File: config.mk
export PLATFORM = sky130hd
export DESIGN_NAME = frame_fetch_flat
export DESIGN_NICKNAME = d
export VERILOG_FILES = /design/src/rtl/frame_fetch_pkg.sv /design/src/rtl/frame_fetch_if.sv /design/src/rtl/frame_fetch_word_fifo.sv /design/src/rtl/frame_fetch.sv /design/src/flat_wrapper.sv
export SDC_FILE = /design/constraint.sdc
export NUM_CORES = 1
export LEC_CHECK = 0
export CORE_MARGIN = 5
export CORE_UTILIZATION = 55
export DETAILED_ROUTE_END_ITERATION = 8
export PLACE_DENSITY = 0.77
export SLEW_MARGIN = 20
export SYNTH_ARGS = -nofsm -noshare
export SYNTH_HDL_FRONTEND = slang
export SYNTH_SLANG_ARGS = --single-unit
File: constraint.sdc
create_clock -name Clk -period 8.75 [get_ports Clk]
set_input_delay 1.75 -clock Clk [delete_from_list [all_inputs] [get_ports Clk]]
set_output_delay 1.75 -clock Clk [all_outputs]
set_load 0.05 [all_outputs]
File: src/rtl/frame_fetch_pkg.sv
// -----------------------------------------------------------------------------
// frame_fetch_pkg
// Shared constants, the fetch FSM state type and the pixel-unpack helper used by
// the frame fetcher and its memory-bus interface.
//   PIX_PER_WORD  pixels carried by one 256-bit memory word
//   SLOT_W        bits per pixel slot (the top byte of each slot is padding)
//   ADDR_W/DATA_W memory word address / data widths
// -----------------------------------------------------------------------------
package frame_fetch_pkg;

  localparam int PIX_PER_WORD = 8;
  localparam int SLOT_W       = 32;
  localparam int ADDR_W       = 28;
  localparam int DATA_W       = PIX_PER_WORD * SLOT_W;
  localparam int IDX_W        = $clog2(PIX_PER_WORD);

  typedef enum logic [1:0] {
    ST_IDLE = 2'd0,
    ST_WAIT = 2'd1,
    ST_REQ  = 2'd2
  } fetch_state_t;

  typedef struct packed {
    logic [7:0] r;
    logic [7:0] g;
    logic [7:0] b;
  } pixel_t;

  // Select slot idx of a word; slot k occupies bits [32k+23:32k] as {r,g,b}.
  function automatic pixel_t unpack_slot(input logic [DATA_W-1:0] word,
                                         input logic [IDX_W-1:0]  idx);
    pixel_t p;
    p = '0;
    for (int k = 0; k < PIX_PER_WORD; k++) begin
      if (idx == IDX_W'(k)) p = word[k*SLOT_W +: 24];
    end
    return p;
  endfunction

endpackage

File: src/rtl/frame_fetch_if.sv
// -----------------------------------------------------------------------------
// frame_fetch_if
// Memory-controller read port used by the frame fetcher.
//   mem_valid_data   request valid (fetcher -> memory)
//   mem_rw_data      0 = read
//   mem_data_addr    word address of the request
//   data_wr          write data (unused by a reader, driven 0)
//   last_addr_update pulse when the last word of the frame is accepted
//   mem_ready_data   request accepted, data_rd valid this cycle (memory -> fetcher)
//   data_rd          read data
// Modports: master = fetcher side, slave = memory side.
// -----------------------------------------------------------------------------
interface frame_fetch_if;
  import frame_fetch_pkg::*;

  logic              mem_valid_data;
  logic              mem_rw_data;
  logic [ADDR_W-1:0] mem_data_addr;
  logic [DATA_W-1:0] data_wr;
  logic              last_addr_update;
  logic              mem_ready_data;
  logic [DATA_W-1:0] data_rd;

  modport master (
    output mem_valid_data, mem_rw_data, mem_data_addr, data_wr, last_addr_update,
    input  mem_ready_data, data_rd
  );

  modport slave (
    input  mem_valid_data, mem_rw_data, mem_data_addr, data_wr, last_addr_update,
    output mem_ready_data, data_rd
  );

endinterface

File: src/rtl/frame_fetch_word_fifo.sv
// -----------------------------------------------------------------------------
// fetch_word_fifo
// Synchronous DEPTH x WIDTH word FIFO with a show-ahead output: dout always
// presents the oldest entry so the consumer can load it in the same cycle it
// pops. The array is tiny, so the combinational read maps to distributed RAM.
//   clk, rst_n  clock, asynchronous active-low reset (pointers/count only)
//   wr_en, din  push a word (caller guarantees not full)
//   rd_en       pop the oldest word (caller guarantees not empty)
//   dout        oldest word
//   count       number of stored words (0..DEPTH)
// DEPTH must be a power of two, >= 2.
// -----------------------------------------------------------------------------
module fetch_word_fifo #(
  parameter int DEPTH = 4,
  parameter int WIDTH = 256,
  parameter int CNT_W = $clog2(DEPTH) + 1
) (
  input  logic             clk,
  input  logic             rst_n,
  input  logic             wr_en,
  input  logic [WIDTH-1:0] din,
  input  logic             rd_en,
  output logic [WIDTH-1:0] dout,
  output logic [CNT_W-1:0] count
);

  localparam int PTR_W = $clog2(DEPTH);

  logic [WIDTH-1:0] mem_reg [DEPTH];
  logic [PTR_W-1:0] wr_ptr_reg;
  logic [PTR_W-1:0] rd_ptr_reg;
  logic [CNT_W-1:0] count_reg;

  always_ff @(posedge clk) begin
    if (wr_en) mem_reg[wr_ptr_reg] <= din;
  end

  // Pointers wrap naturally because DEPTH is a power of two.
  always_ff @(posedge clk or negedge rst_n) begin
    if (!rst_n) begin
      wr_ptr_reg <= '0;
      rd_ptr_reg <= '0;
      count_reg  <= '0;
    end else begin
      if (wr_en) wr_ptr_reg <= wr_ptr_reg + PTR_W'(1);
      if (rd_en) rd_ptr_reg <= rd_ptr_reg + PTR_W'(1);
      count_reg <= count_reg + CNT_W'(wr_en) - CNT_W'(rd_en);
    end
  end

  assign dout  = mem_reg[rd_ptr_reg];
  assign count = count_reg;

endmodule

File: src/rtl/frame_fetch.sv
// -----------------------------------------------------------------------------
// frame_fetch
// Reads a frame from memory as 256-bit words (one request outstanding at a
// time), buffers them in a small word FIFO and unpacks each word into 8 pixels
// presented as a first-word-fall-through stream to the VGA timing logic.
// Ports:
//   Clk, Reset_n      pixel clock, asynchronous active-low reset
//   start             level; fetching runs while high
//   mem               frame_fetch_if.master memory read port
//   rd_fifo           consume head pixel
//   fifo_empty        no head pixel available
//   pixel_r/g/b       head pixel (holds last value while empty)
//   underflow_cnt     [FRAME_FETCH_UNDERFLOW_CNT_EN only] saturating count of
//                     cycles with rd_fifo while fifo_empty
// Build option: define FRAME_FETCH_UNDERFLOW_CNT_EN to add underflow_cnt.
// -----------------------------------------------------------------------------
module frame_fetch
  import frame_fetch_pkg::*;
#(
  parameter logic [ADDR_W-1:0] BASE_ADDR   = 28'h0000000,
  parameter int                FRAME_WORDS = 38400,
  parameter int                WORD_DEPTH  = 4
) (
  input  logic               Clk,
  input  logic               Reset_n,
  input  logic               start,
  frame_fetch_if.master      mem,
  input  logic               rd_fifo,
  output logic               fifo_empty,
`ifdef FRAME_FETCH_UNDERFLOW_CNT_EN
  output logic [15:0]        underflow_cnt,
`endif
  output logic [7:0]         pixel_r,
  output logic [7:0]         pixel_g,
  output logic [7:0]         pixel_b
);

  localparam int                CNT_W     = $clog2(WORD_DEPTH) + 1;
  localparam logic [ADDR_W-1:0] LAST_ADDR = ADDR_W'(BASE_ADDR + FRAME_WORDS - 1);
  localparam logic [IDX_W-1:0]  LAST_IDX  = IDX_W'(PIX_PER_WORD - 1);

  fetch_state_t      state_reg, state_next;
  logic [ADDR_W-1:0] addr_reg;
  logic              req_valid;
  logic              accept;

  logic [DATA_W-1:0] head_word_reg;
  logic              head_valid_reg;
  logic [IDX_W-1:0]  idx_reg;

  logic [DATA_W-1:0] fifo_dout;
  logic [CNT_W-1:0]  fifo_count;
  logic              fifo_has_word;
  logic              has_free;
  logic              pop;
  logic              head_need;
  logic              fifo_rd_en;
  logic              fifo_wr_en;
  logic              bypass;
  pixel_t            head_pix;

  // ---------------------------------------------------------------------------
  // Request FSM
  // ---------------------------------------------------------------------------
  assign has_free = (fifo_count < CNT_W'(WORD_DEPTH));
  assign accept   = req_valid & mem.mem_ready_data;

  always_ff @(posedge Clk or negedge Reset_n) begin
    if (!Reset_n) state_reg <= ST_IDLE;
    else          state_reg <= state_next;
  end

  always_comb begin
    state_next = state_reg;
    req_valid  = 1'b0;
    case (state_reg)
      ST_IDLE: if (start) state_next = ST_WAIT;
      ST_WAIT: begin
        // A dropped start only takes effect between requests.
        if (!start)        state_next = ST_IDLE;
        else if (has_free) state_next = ST_REQ;
      end
      ST_REQ: begin
        req_valid = 1'b1;
        if (mem.mem_ready_data) state_next = ST_WAIT;
      end
      default: state_next = ST_IDLE;
    endcase
  end

  always_ff @(posedge Clk or negedge Reset_n) begin
    if (!Reset_n) begin
      addr_reg <= BASE_ADDR;
    end else if (accept) begin
      addr_reg <= (addr_reg == LAST_ADDR) ? BASE_ADDR : addr_reg + ADDR_W'(1);
    end
  end

  assign mem.mem_valid_data   = req_valid;
  assign mem.mem_rw_data      = 1'b0;
  assign mem.data_wr          = '0;
  assign mem.mem_data_addr    = addr_reg;
  assign mem.last_addr_update = accept & (addr_reg == LAST_ADDR);

  // ---------------------------------------------------------------------------
  // Word FIFO and head register
  // ---------------------------------------------------------------------------
  // The head needs a new word when it is empty or its last pixel is popped now.
  // The FIFO is drained first; only when it is empty does an arriving word skip
  // it and land in the head directly. Head invalid implies FIFO empty, so the
  // bypass never reorders words.
  assign fifo_has_word = (fifo_count != '0);
  assign pop           = rd_fifo & head_valid_reg;
  assign head_need     = !head_valid_reg | (pop & (idx_reg == LAST_IDX));
  assign fifo_rd_en    = head_need & fifo_has_word;
  assign bypass        = head_need & !fifo_has_word & accept;
  assign fifo_wr_en    = accept & !bypass;

  fetch_word_fifo #(
    .DEPTH (WORD_DEPTH),
    .WIDTH (DATA_W),
    .CNT_W (CNT_W)
  ) u_word_fifo (
    .clk   (Clk),
    .rst_n (Reset_n),
    .wr_en (fifo_wr_en),
    .din   (mem.data_rd),
    .rd_en (fifo_rd_en),
    .dout  (fifo_dout),
    .count (fifo_count)
  );

  // On going empty the word and index are left alone so the outputs hold the
  // last pixel shown.
  always_ff @(posedge Clk or negedge Reset_n) begin
    if (!Reset_n) begin
      head_word_reg  <= '0;
      head_valid_reg <= 1'b0;
      idx_reg        <= '0;
    end else if (fifo_rd_en) begin
      head_word_reg  <= fifo_dout;
      head_valid_reg <= 1'b1;
      idx_reg        <= '0;
    end else if (bypass) begin
      head_word_reg  <= mem.data_rd;
      head_valid_reg <= 1'b1;
      idx_reg        <= '0;
    end else if (pop) begin
      if (idx_reg == LAST_IDX) head_valid_reg <= 1'b0;
      else                     idx_reg        <= idx_reg + IDX_W'(1);
    end
  end

  assign head_pix   = unpack_slot(head_word_reg, idx_reg);
  assign pixel_r    = head_pix.r;
  assign pixel_g    = head_pix.g;
  assign pixel_b    = head_pix.b;
  assign fifo_empty = !head_valid_reg;

  // ---------------------------------------------------------------------------
  // Underflow monitor
  // ---------------------------------------------------------------------------
`ifdef FRAME_FETCH_UNDERFLOW_CNT_EN
  logic [15:0] underflow_cnt_reg;

  always_ff @(posedge Clk or negedge Reset_n) begin
    if (!Reset_n) begin
      underflow_cnt_reg <= '0;
    end else if (rd_fifo && !head_valid_reg && (underflow_cnt_reg != 16'hFFFF)) begin
      underflow_cnt_reg <= underflow_cnt_reg + 16'd1;
    end
  end

  assign underflow_cnt = underflow_cnt_reg;
`else
  // No monitor: rd_fifo with an empty head is simply a no-op in the head logic.
`endif

endmodule

File: src/flat_wrapper.sv
// flat-port wrapper written by rule: the top's interface ports become plain ports
module frame_fetch_flat import frame_fetch_pkg::*;
#(
  parameter logic [ADDR_W-1:0] BASE_ADDR   = 28'h0000000,
  parameter int                FRAME_WORDS = 38400,
  parameter int                WORD_DEPTH  = 4
)
  (Clk, Reset_n, start, rd_fifo, fifo_empty, pixel_r, pixel_g, pixel_b, mem_mem_valid_data, mem_mem_rw_data, mem_mem_data_addr, mem_data_wr, mem_last_addr_update, mem_mem_ready_data, mem_data_rd);
  frame_fetch_if mem_i ();
  input  logic Clk;
  input  logic Reset_n;
  input  logic start;
  input  logic rd_fifo;
  output logic fifo_empty;
  output logic [7:0] pixel_r;
  output logic [7:0] pixel_g;
  output logic [7:0] pixel_b;
  output wire logic [$bits(mem_i.mem_valid_data)-1:0] mem_mem_valid_data;
  output wire logic [$bits(mem_i.mem_rw_data)-1:0] mem_mem_rw_data;
  output wire logic [$bits(mem_i.mem_data_addr)-1:0] mem_mem_data_addr;
  output wire logic [$bits(mem_i.data_wr)-1:0] mem_data_wr;
  output wire logic [$bits(mem_i.last_addr_update)-1:0] mem_last_addr_update;
  input wire logic [$bits(mem_i.mem_ready_data)-1:0] mem_mem_ready_data;
  input wire logic [$bits(mem_i.data_rd)-1:0] mem_data_rd;
  assign mem_mem_valid_data = mem_i.mem_valid_data;
  assign mem_mem_rw_data = mem_i.mem_rw_data;
  assign mem_mem_data_addr = mem_i.mem_data_addr;
  assign mem_data_wr = mem_i.data_wr;
  assign mem_last_addr_update = mem_i.last_addr_update;
  assign mem_i.mem_ready_data = mem_mem_ready_data;
  assign mem_i.data_rd = mem_data_rd;
  frame_fetch #(.BASE_ADDR(BASE_ADDR), .FRAME_WORDS(FRAME_WORDS), .WORD_DEPTH(WORD_DEPTH)) u_core (.Clk(Clk), .Reset_n(Reset_n), .start(start), .mem(mem_i), .rd_fifo(rd_fifo), .fifo_empty(fifo_empty), .pixel_r(pixel_r), .pixel_g(pixel_g), .pixel_b(pixel_b));
endmodule
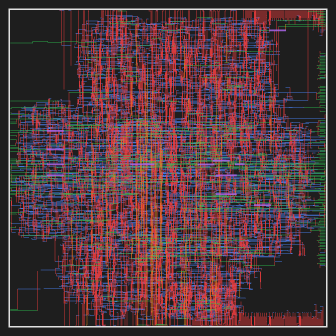
Fig. 1. Signal wires by layer (run 1).
Key: orange = metal 4 [wire length 3,460 µm]; blue = metal 1 [wire length 39.2 mm]; green = metal 3 [wire length 8,550 µm]; purple = metal 5 [wire length 173 µm]; red = metal 2 [wire length 50.1 mm]
Via Count: 23,500
aggregate global-route resource usage: 23.7%
total wire length: 102,000 µm
routed length per placed instance: 25.2 µm

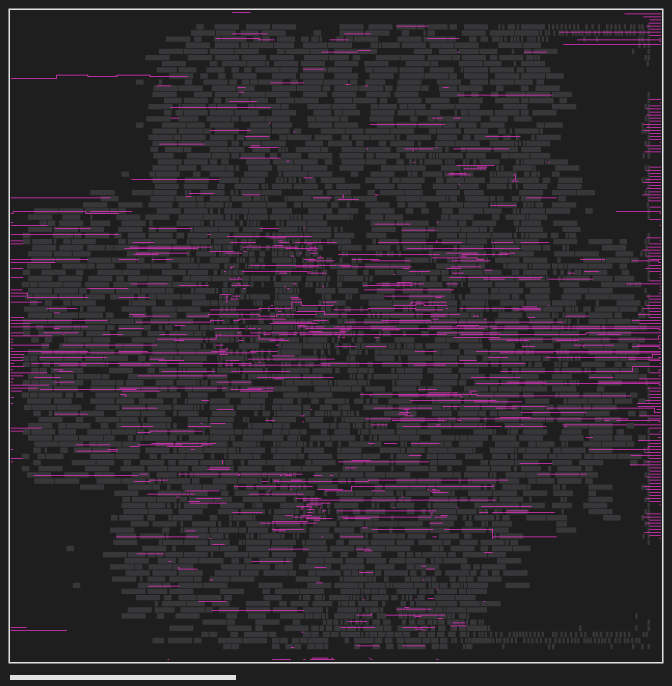
Fig. 2. Signal wires on met3 (run 1).
Bar = 100 µm.
The wires run mostly horizontal. The layer carries 8,550 µm of wire. 416 nets have wire on it. The longest straight run is 116 µm. The layer holds 8.4% of the routed length.

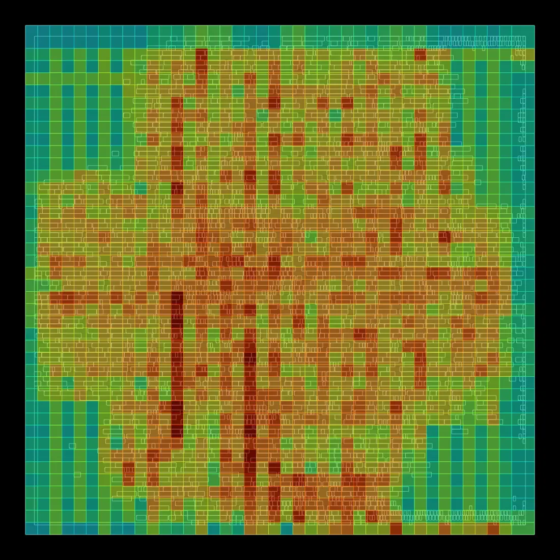
Fig. 3. Routing congestion map (run 1).
met2 Resource Use GR: 37.8%
GRT busiest layer: met2
Post-Route Utilization: 62.7%

==> run notes, run 1 <==
Physical implementation.

- The flow ran to the end, and the final reports show no timing, DRC or antenna violations.
- The detailed router reports a met3 wire length of approximately 8600 µm.
- For this run the aggregate overflow at the end of global routing stands at 0.
- Per the TritonCTS log, the buffer count is 103.
- The clock-pin slew on the worst setup and hold paths is about 60 ps.
- The worst setup slack after placement is 3190 ps.
- The well-tap cell count is 1,040.
- The top layer used by detailed routing is met5.
- The remaining design rule violation count is 0.
- Per the final timing report, the hold violations number 0.
- The fraction of final cell area spent on non-clock buffers in this run is 5.77%.
- Setup repair after global routing left no endpoint under its margin.
- The required time at the worst endpoint is listed as 7000 ps.
- The number of DRC markers in iteration 0 is 2,582.
- The synthesized design contains roughly 770 enable-type register cells.
- Hold analysis lists the worst path endpoint as u_core.head_word_reg[12]$_DFFE_PN0P_.
- The highest-count logic cell in the final layout is edfxtp_1.
- The number of buffers inserted by post-CTS setup repair is 0.
- The chip area line of the yosys report is 42,800 µm².
- The clock tree synthesis step divided the H-tree into 3 levels.
- The met1 capacity usage during global routing is 32.3%.
- After synthesis, the share of flip-flops with an asynchronous set or reset is between 20% and 30%.
- The placeable core region is between 70,000 and 80,000 µm².
- The number of rows created at floorplan is 102.
==> run 1: worst max-delay path: stages, from the launching register on <==
cell	delay, ps
dfrtp_2	770
buf_4	610
and2_1	850
a21o_1	150
o21ai_1	100
a21oi_1	480
clkdlybuf4s50_1	920
==> run 1: power breakdown <==
group          total (mW)  internal (mW)  switching (mW)  leakage (nW)
combinational        4.91           1.86            3.05          5.43
clock                4.40           2.58            1.82          1.68
sequential           6.20           5.71           0.493          9.86
==> run 1: kinds of logic after synthesis <==
family / Yosys count / synth area share, %
flops: 1001 / 67.5
fa+ha+maj: 14 / 0.427
buf+inv: 432 / 6.94
other cells: 1 / 0.00876
simple gates: 448 / 5.29
xor+xnor: 25 / 0.511
mux: 387 / 14.7
compound gates: 362 / 4.68
Fig. 4: run 1, clock network drawn from the DEF
Bar = 100 µm.
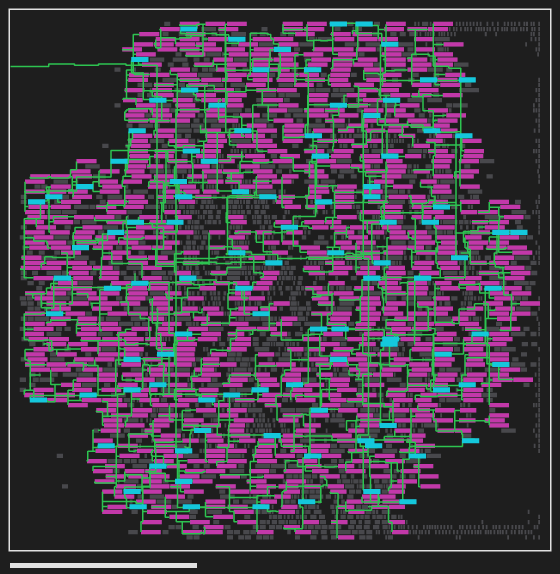

==> run 2: changes to the inputs <==
Settings changed: CORE_UTILIZATION 55 to 50, PLACE_DENSITY 0.77 to 0.73.
Clock period 8.75 ns to 5.5 ns, I/O delays scaled along.
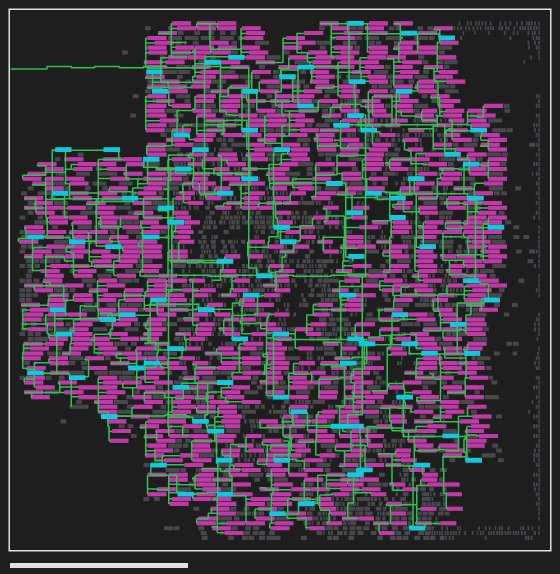
Fig. 5. Clock network drawn from the DEF (run 2).
Bar = 100 µm.
Key: cyan = clock drivers [count 99]; green = clock wires [length 10,700 µm]; magenta = flip-flops [count 1,001]
There are 100 routed clock nets.
clk pwr: 6.44 mW
Insertion Delay late pin: 670 ps

==> run notes, run 2 <==
Physical implementation.

- The number of rows created at floorplan is 107 (+4.9%).
- The CTS buffer count is 99 (-3.9%).
- The number of synthesized flops with an enable pin is 768 (unchanged).
- The required time reported for the critical path endpoint came to 4400 ps (-2600 ps).
- The number of hold violations in the final report is 0 (unchanged).
- The flow ran to the end, and the final reports show no timing, DRC or antenna violations.
- The buffer-and-inverter tally for the worst setup path is 2 (unchanged).
- The clock-pin slew on the worst setup and hold paths is 60 ps (about the same).
- The met1 capacity usage during global routing is 30.5% (-1.8 points).
- The relative contribution of the clock network to total power was 26.7% (-1.7 points).
- The internal power was 15.7 mW (+55%).
- The met2 track utilization from global routing is 33.8% (-4.0 points).
- The switching fraction of total power is 34.8% (+0.19 points).
- The sequential fraction of design power came to 40.7% (+0.7 points).
- The layer flagged by global routing as most heavily used is met2.
- On the critical path, the stage with the largest delay is an instance of dfrtp_2.
- The residual overflow from global routing came to 0 (unchanged).
- The highest-count logic cell in the final layout is edfxtp_1.
- The wire length on met3 is 8490 µm (-0.76%).
- The share of total power in combinational logic is 32.6% (+1.0 points).
- The well-tap cell count came to 1,144 (+10%).
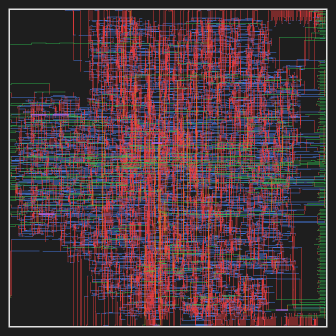
Fig. 6. Signal wires by layer (run 2).
Key: orange = metal 4 [wire length 2,640 µm]; purple = metal 5 [wire length 59.8 µm]; green = metal 3 [wire length 8,490 µm]; blue = metal 1 [wire length 40.9 mm]; red = metal 2 [wire length 48.6 mm]

## run 2: cell counts after synthesis
No cell type changed its count.
## run 2: logic make-up (layout without fill, tap and decap cells)
| logic type | after synthesis | count (layout) | synth area share (%) |
|---|---|---|---|
| simple gates | 448 | 448 | 5.29 |
| xor+xnor | 25 | 25 | 0.511 |
| buf+inv | 432 | 500 | 6.94 |
| other cells | 1 | 265 | 0.00876 |
| mux | 387 | 387 | 14.7 |
| compound gates | 362 | 362 | 4.68 |
| fa+ha+maj | 14 | 14 | 0.427 |
| flops | 1001 | 1001 | 67.5 |
## run 2: power groups by stage
stage	sequential, mW	clock [mW]	combinational (mW)
floorplan	9.60	0	6.02
global placement	9.92	0	7.77
detailed placement	9.96	0	7.87
CTS	9.82	6.57	7.92
global route	9.91	6.88	8.41
finish	9.82	6.44	7.88
Power is estimated from default activity; no workload was simulated.
